===== src/rtl/spi_pkg.sv =====
// Shared SPI definitions: FSM state type and CONTROL/STATUS bit positions.
// Used by both the slave and master-side control blocks.
package spi_pkg;

  typedef enum logic [1:0] {
    ST_IDLE  = 2'd0,
    ST_LOAD  = 2'd1,
    ST_SHIFT = 2'd2
  } spi_state_e;

  localparam int CTRL_TE      = 2;
  localparam int CTRL_CLR_ERR = 3;
  localparam int CTRL_RE      = 6;

  localparam int STAT_TX_FULL    = 0;
  localparam int STAT_RX_FULL    = 1;
  localparam int STAT_RX_OVERRUN = 2;
  localparam int STAT_TX_UNDER   = 3;
  localparam int STAT_FRAME_ERR  = 4;
  localparam int STAT_SELECTED   = 7;

endpackage


===== src/rtl/spi_sync.sv =====
// Multi-flop synchronizer for one asynchronous input bit.
// Reset value is a parameter so idle levels survive reset.
module spi_sync #(
  parameter int   STAGES  = 2,
  parameter logic RST_VAL = 1'b0
) (
  input  logic clk,
  input  logic rst_n,
  input  logic d,
  output logic q
);

  logic [STAGES-1:0] sync_q;
  logic [STAGES-1:0] sync_d;

  always_comb begin
    sync_d = {sync_q[STAGES-2:0], d};
  end

  always_ff @(posedge clk or negedge rst_n) begin
    if (!rst_n) sync_q <= {STAGES{RST_VAL}};
    else        sync_q <= sync_d;
  end

  assign q = sync_q[STAGES-1];

endmodule


===== src/rtl/spi_slave_control.sv =====
// SPI mode-0 slave: synchronized SCK/CS/MOSI, one-byte TX and RX buffers,
// sticky error flags and an IDLE/LOAD/SHIFT control FSM.
module spi_slave_control #(
  parameter int SYNC_STAGES = 2
) (
  input  logic       CLK,
  input  logic       CLR,
  input  logic       SCK,
  input  logic       CS,
  input  logic       MOSI,
  output logic       MISO,
  output logic       MISO_OE,
  input  logic [7:0] TX_DATA,
  input  logic       WRITE,
  input  logic       READ,
  output logic [7:0] RX_DATA,
  input  logic [7:0] CONTROL,
  output logic [7:0] STATUS
);
  import spi_pkg::*;

  logic sck_s, cs_s, mosi_s;

  spi_sync #(.STAGES(SYNC_STAGES), .RST_VAL(1'b0)) u_sck (
    .clk(CLK), .rst_n(CLR), .d(SCK), .q(sck_s)
  );
  spi_sync #(.STAGES(SYNC_STAGES), .RST_VAL(1'b1)) u_cs (
    .clk(CLK), .rst_n(CLR), .d(CS), .q(cs_s)
  );
  spi_sync #(.STAGES(SYNC_STAGES), .RST_VAL(1'b0)) u_mosi (
    .clk(CLK), .rst_n(CLR), .d(MOSI), .q(mosi_s)
  );

  spi_state_e state_q, state_d;
  logic sck_prev_q, sck_prev_d;
  logic cs_prev_q, cs_prev_d;
  logic armed_q, armed_d;
  logic [SYNC_STAGES-1:0] flush_q, flush_d;
  logic [2:0] cnt_q, cnt_d;
  logic [7:0] tx_sh_q, tx_sh_d;
  logic [7:0] rx_sh_q, rx_sh_d;
  logic [7:0] tx_buf_q, tx_buf_d;
  logic [7:0] rx_data_q, rx_data_d;
  logic done_q, done_d;
  logic tx_full_q, tx_full_d;
  logic rx_full_q, rx_full_d;
  logic ovr_q, ovr_d;
  logic und_q, und_d;
  logic ferr_q, ferr_d;
  logic sel_q, sel_d;
  logic miso_q, miso_d;
  logic oe_q, oe_d;

  logic te, re, clr_err;
  logic sck_rise, sck_fall, cs_fall;
  logic consume;
  logic ovr_set, und_set, ferr_set;
  logic unused_ctrl;

  assign te      = CONTROL[CTRL_TE];
  assign re      = CONTROL[CTRL_RE];
  assign clr_err = CONTROL[CTRL_CLR_ERR];
  assign unused_ctrl = ^{CONTROL[7], CONTROL[5:4], CONTROL[1:0]};

  assign sck_rise = sck_s & ~sck_prev_q;
  assign sck_fall = ~sck_s & sck_prev_q;
  // A CS low seen straight out of reset is not a fresh edge.
  assign cs_fall  = cs_prev_q & ~cs_s & armed_q;
  assign consume  = (state_q == ST_LOAD) & ~cs_s & tx_full_q;

  always_comb begin
    state_d    = state_q;
    sck_prev_d = sck_s;
    cs_prev_d  = cs_s;
    flush_d    = {flush_q[SYNC_STAGES-2:0], 1'b1};
    armed_d    = armed_q | (flush_q[SYNC_STAGES-1] & cs_s);
    cnt_d      = cnt_q;
    tx_sh_d    = tx_sh_q;
    rx_sh_d    = rx_sh_q;
    tx_buf_d   = tx_buf_q;
    rx_data_d  = rx_data_q;
    done_d     = 1'b0;
    tx_full_d  = tx_full_q;
    rx_full_d  = rx_full_q;
    ovr_set    = 1'b0;
    und_set    = 1'b0;
    ferr_set   = 1'b0;

    if (cs_s) begin
      state_d = ST_IDLE;
      if (cnt_q != 3'd0) begin
        ferr_set = 1'b1;
        cnt_d    = 3'd0;
      end
    end else begin
      unique case (state_q)
        ST_IDLE: begin
          if (cs_fall) state_d = ST_LOAD;
        end
        ST_LOAD: begin
          state_d = ST_SHIFT;
          if (tx_full_q) begin
            tx_sh_d   = tx_buf_q;
            tx_full_d = 1'b0;
          end else begin
            tx_sh_d = 8'h00;
            und_set = te;
          end
        end
        ST_SHIFT: begin
          if (sck_rise) begin
            rx_sh_d = {rx_sh_q[6:0], mosi_s};
            cnt_d   = cnt_q + 3'd1;
            if (cnt_q == 3'd7) begin
              state_d = ST_LOAD;
              done_d  = 1'b1;
            end
          end else if (sck_fall && cnt_q != 3'd0) begin
            // Fall after the last bit belongs to the next byte's MSB.
            tx_sh_d = {tx_sh_q[6:0], 1'b0};
          end
        end
        default: state_d = ST_IDLE;
      endcase
    end

    if (WRITE && (!tx_full_q || consume)) begin
      tx_buf_d  = TX_DATA;
      tx_full_d = 1'b1;
    end

    if (READ) rx_full_d = 1'b0;

    if (done_q && re) begin
      if (rx_full_q && !READ) begin
        ovr_set = 1'b1;
      end else begin
        rx_data_d = rx_sh_q;
        rx_full_d = 1'b1;
      end
    end

    ovr_d  = (ovr_q & ~clr_err) | ovr_set;
    und_d  = (und_q & ~clr_err) | und_set;
    ferr_d = (ferr_q & ~clr_err) | ferr_set;
    sel_d  = ~cs_s;
    oe_d   = ~cs_s & te & (state_q != ST_IDLE);
    miso_d = oe_d & tx_sh_d[7];
  end

  always_ff @(posedge CLK or negedge CLR) begin
    if (!CLR) begin
      state_q    <= ST_IDLE;
      sck_prev_q <= 1'b0;
      cs_prev_q  <= 1'b1;
      armed_q    <= 1'b0;
      flush_q    <= '0;
      cnt_q      <= 3'd0;
      tx_sh_q    <= 8'h00;
      rx_sh_q    <= 8'h00;
      tx_buf_q   <= 8'h00;
      rx_data_q  <= 8'h00;
      done_q     <= 1'b0;
      tx_full_q  <= 1'b0;
      rx_full_q  <= 1'b0;
      ovr_q      <= 1'b0;
      und_q      <= 1'b0;
      ferr_q     <= 1'b0;
      sel_q      <= 1'b0;
      miso_q     <= 1'b0;
      oe_q       <= 1'b0;
    end else begin
      state_q    <= state_d;
      sck_prev_q <= sck_prev_d;
      cs_prev_q  <= cs_prev_d;
      armed_q    <= armed_d;
      flush_q    <= flush_d;
      cnt_q      <= cnt_d;
      tx_sh_q    <= tx_sh_d;
      rx_sh_q    <= rx_sh_d;
      tx_buf_q   <= tx_buf_d;
      rx_data_q  <= rx_data_d;
      done_q     <= done_d;
      tx_full_q  <= tx_full_d;
      rx_full_q  <= rx_full_d;
      ovr_q      <= ovr_d;
      und_q      <= und_d;
      ferr_q     <= ferr_d;
      sel_q      <= sel_d;
      miso_q     <= miso_d;
      oe_q       <= oe_d;
    end
  end

  always_comb begin
    STATUS                  = 8'h00;
    STATUS[STAT_TX_FULL]    = tx_full_q;
    STATUS[STAT_RX_FULL]    = rx_full_q;
    STATUS[STAT_RX_OVERRUN] = ovr_q;
    STATUS[STAT_TX_UNDER]   = und_q;
    STATUS[STAT_FRAME_ERR]  = ferr_q;
    STATUS[STAT_SELECTED]   = sel_q;
  end

  assign RX_DATA = rx_data_q;
  assign MISO    = miso_q;
  assign MISO_OE = oe_q;

endmodule


===== config.mk =====
export PLATFORM = sky130hd
export DESIGN_NAME = spi_slave_control
export DESIGN_NICKNAME = d
export VERILOG_FILES = /design/src/rtl/spi_pkg.sv /design/src/rtl/spi_sync.sv /design/src/rtl/spi_slave_control.sv
export SDC_FILE = /design/constraint.sdc
export NUM_CORES = 1
export LEC_CHECK = 0
export CORE_ASPECT_RATIO = 1.2
export CORE_MARGIN = 8
export CORE_UTILIZATION = 56
export CTS_BUF_LIST = sky130_fd_sc_hd__clkbuf_4 sky130_fd_sc_hd__clkbuf_8 sky130_fd_sc_hd__clkbuf_16
export CTS_CLUSTER_DIAMETER = 100
export DETAILED_ROUTE_END_ITERATION = 8
export PLACE_DENSITY = 0.84
export SLEW_MARGIN = 20
export SYNTH_ARGS = -nofsm -noshare
export SYNTH_HDL_FRONTEND = slang
export SYNTH_SLANG_ARGS = --single-unit

===== constraint.sdc =====
create_clock -name CLK -period 3.2 [get_ports CLK]
set_clock_uncertainty 0.05 [all_clocks]
set_input_delay 0.64 -clock CLK [delete_from_list [all_inputs] [get_ports CLK]]
set_output_delay 0.64 -clock CLK [all_outputs]
set_load 0.01 [all_outputs]

==> images/met1.png <==
Scale bar: 20 um. Supply wires on this layer in grey. Cells faint in the background.
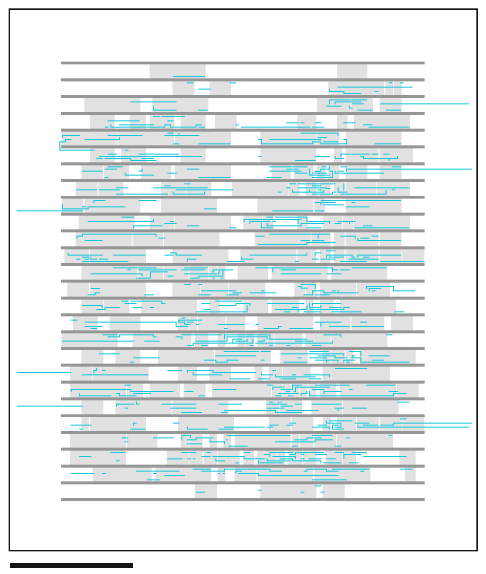
209 nets have wire on it. The layer carries 1680 um of wire. The layer holds 38% of the routed length. The longest straight run is 20.2 um.

==> images/clock_map.png <==
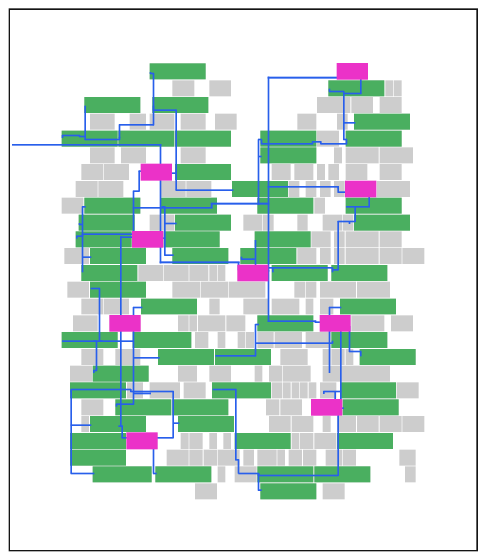
Key: blue = clock wires [length 627 um]; magenta = cells driving clock nets [count 9]; green = flip-flops [count 57]
There are 10 routed clock nets.

==> images/final_placement.png <==
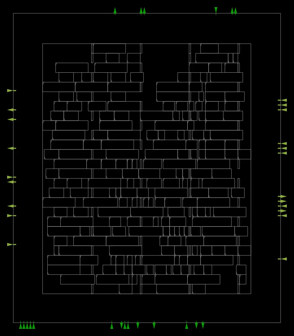
final cell count without fillers: 271
Flop Count: 57
# fillers: 319
Rows: 26
tapcell count: 56

==> images/drive_strength.png <==
Scale bar: 20 um.
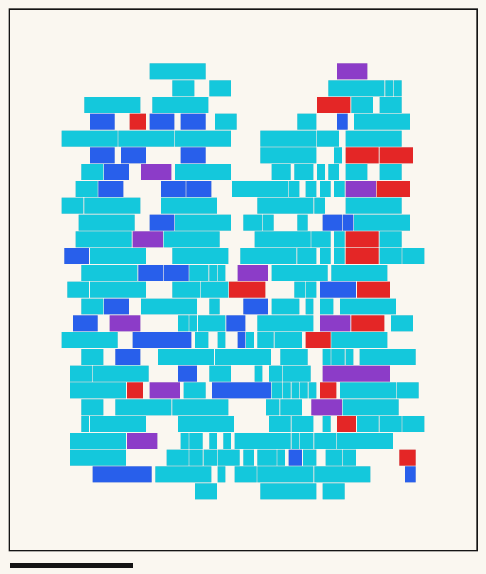
Key: cyan = drive 1 or less [cells 159, most used dfrtp_1]; blue = drive 2 [cells 30, most used mux2_2]; purple = drive 6 and up [cells 11, most used clkbuf_8]; red = drive 3 to 4 [cells 15, most used mux2_4]

-- registers in the layout, indices dropped and copies added, names as in the netlist, 3 cells and up --
register / cells
tx_sh_q: 8
RX_DATA: 8
cnt_q: 3
rx_sh_q: 8
tx_buf_q: 8
-- where the power goes --
part,switching (uW),internal (uW)
Sequential,94.4,870
Clock,253,404
Combinational,229,265
-- cells in the mapped netlist, types with 2 or more instances --
cell type / n
buf_4: 8
nand4_1: 2
nand2b_1: 2
dfstp_2: 3
a2bb2oi_1: 6
and2_1: 2
nand2_1: 11
mux2i_1: 3
conb_1: 2
mux2_2: 17
dfrtp_1: 54
buf_6: 2
a21oi_1: 7
mux2_4: 8
ha_1: 7
inv_1: 10
o21ai_0: 9
-- final timing paths --
path	start	to	slack, ns	depth (start not counted)
max	READ	RX_DATA[0]$_DFFE_PN0P_	1.09	4
min	flush_q[0]$_DFF_PN0_	flush_q[1]$_DFF_PN0_	0.30	0
max reg2reg	state_q[0]$_DFFE_PN0P_	rx_sh_q[0]$_DFFE_PN0P_	1.32	4
min reg2reg	flush_q[0]$_DFF_PN0_	flush_q[1]$_DFF_PN0_	0.30	0
max in group asynchronous	CLR	rx_sh_q[6]$_DFFE_PN0P_	2.27	2
min in group asynchronous	CLR	sel_q$_DFF_PN0_	0.39	2
-- critical path, delay by kind of cell --
| family | cells | cell delay, ns |
|---|---|---|
| muxes | 1 | 0.42 |
| buffers and inverters | 1 | 0.44 |
| and+or+nand+nor | 2 | 0.76 |
-- kinds of logic after synthesis --
family	synth area share, %
multiplexers	14.3
other	0.315
AND-OR/OR-AND	8.24
AND/OR/NAND/NOR	7.72
buffers and inverters	5.72
adder cells (fa/ha/maj)	3.67
flip-flops	60.0
-- through the flow --
step	instance area, um2	instances
2_1_floorplan	2390	178
3_3_place_gp	2700	255
3_5_place_dp	2700	255
4_1_cts	2900	271
5_1_grt	2900	271
6_report	2900	271
-- area by class of cell --
type	instances	area, um2	area share (%)
well taps	56	70.1	2.42
inverters	11	41.3	1.43
clock inverters	3	40.0	1.38
multi-input cells	97	821	28.3
clock buffers	13	160	5.53
repair buffers	34	333	11.5
flip-flops and latches	57	1430	49.4
-- routing by layer --
layer	GRT usage (%)	wire length (um)	vias to the layer above
met1	15.2	1680	710
met4	9.98	89	0
met5	0	0	-
li1	-	-	665
met2	25.1	2330	37
met3	6.11	274	10
==> impl_metrics.toml <==
# generated from flow reports
[flow_run]
cap_viol_max_count = 0
log.warning_count = 35

[cells_and_area]
n_antenna_cell = 0
layout_top_cells = "dfrtp_1 (54), clkdlybuf4s50_1 (32), mux2_2 (17)"
nNetsFinal = 240
area_delta_synth_final_pct = 21.5
final_core_util_pct = 69.5
drive_above_1_share_pct = 26.0
final_common_cell = "dfrtp_1"

[detailed_routing]
drc = 0
drt_iter0_drc = 113
wl_per_cell_um = 16.1
routed_via_density = 5.25
drtAntennaViolNets = 0
vias = 1422
detail_route.first_pass.iterations = 4
wl_mm = 4.37

[final_timing]
final_hold_viol_count = 0
max_slew_margin_pct = 47.5
final.setup.worst_slack_ns = 1.09
tightest_slew_ns = 0.786
hold_slack_ns = 0.300
tns_ns = 0
slew_violations = 0
fmax_mhz = 473
fin_crit_ns = 2.11
finalSetupViolCount = 0
rsz0062_at_grt = "no"
period_used_pct = 66.0

[logic_synthesis]
ys_ff = 57
syn_area_per_cell_um2 = 13.5
yosys.area.top_type = "dfrtp_1"
top_area_share_pct = 56.7
ys_seq_share_pct = 60.0
ys.flop_type = "dfrtp_1"
syn_area_mm2 = 0.00238
ys_area_mm2 = 0.00238
ys_warn_count = 0
async_flop_share_pct = 100
edf_count = 0
synth.distinct_cells = 41
top_cells_by_area = "dfrtp_1 (57%), mux2_2 (8.0%), mux2_4 (5.0%)"
ys_cells = 177
synth_cells = 177

[floorplan]
core_mm2 = 0.00416
dieArea_mm2 = 0.00661
die_y_um = 87.5
floorplan.core_util_pct = 57.2
die_width_um = 75.6
ios = 41

[pwr]
ir_drop_uv = 388
p_total_uw = 2110
p_leak_uw = 0.00135
powerDensity_mw_per_mm2 = 730

[global_route]
grt_pass1_vias = 1569
grt_pass1_wl_mm = 7.32
grt_use_total_pct = 15.2
overflow = 0
antenna_found_initial = 0
grt_max_degree = 58

[placed_design]
dp_hpwl_mm = 3.06
gp_congestion = 0.766
io_buffers = 33
pre_cts_ws_ns = 0.768

[setup_path]
crit_type = "primary input to flip-flop"
cp_slowest_cell = "nor2b_1"
cp-start-kind = "primary input"
cp_max_fo = 8
max_stage_delay_ns = 0.64
crit_required_ns = 3.36
cp.arrival_ns = 2.27
endpoint_kind = "flip-flop"
crit_chain = "clkdlybuf4s50_1 > nand2b_1 > nor2b_1 > mux2_2"

[cts]
cts_hold_buf = 0
cts_tree = "done"
cts-htree-levels = 3
root_buffer = "clkbuf_8"
clock_latency_ns = 0.33
ctsResizeCount = 0
numCtsBuffers = 9
postCtsSetupRepairBufs = 0
cts_sinks = 57
clockBufferDepth = 2
clkTransAtPathRegs_ns = 0.06

[run_status]
status = "completed"

[min_path]
hp-class = "flip-flop to flip-flop"
Power and IR drop assume default switching activity.
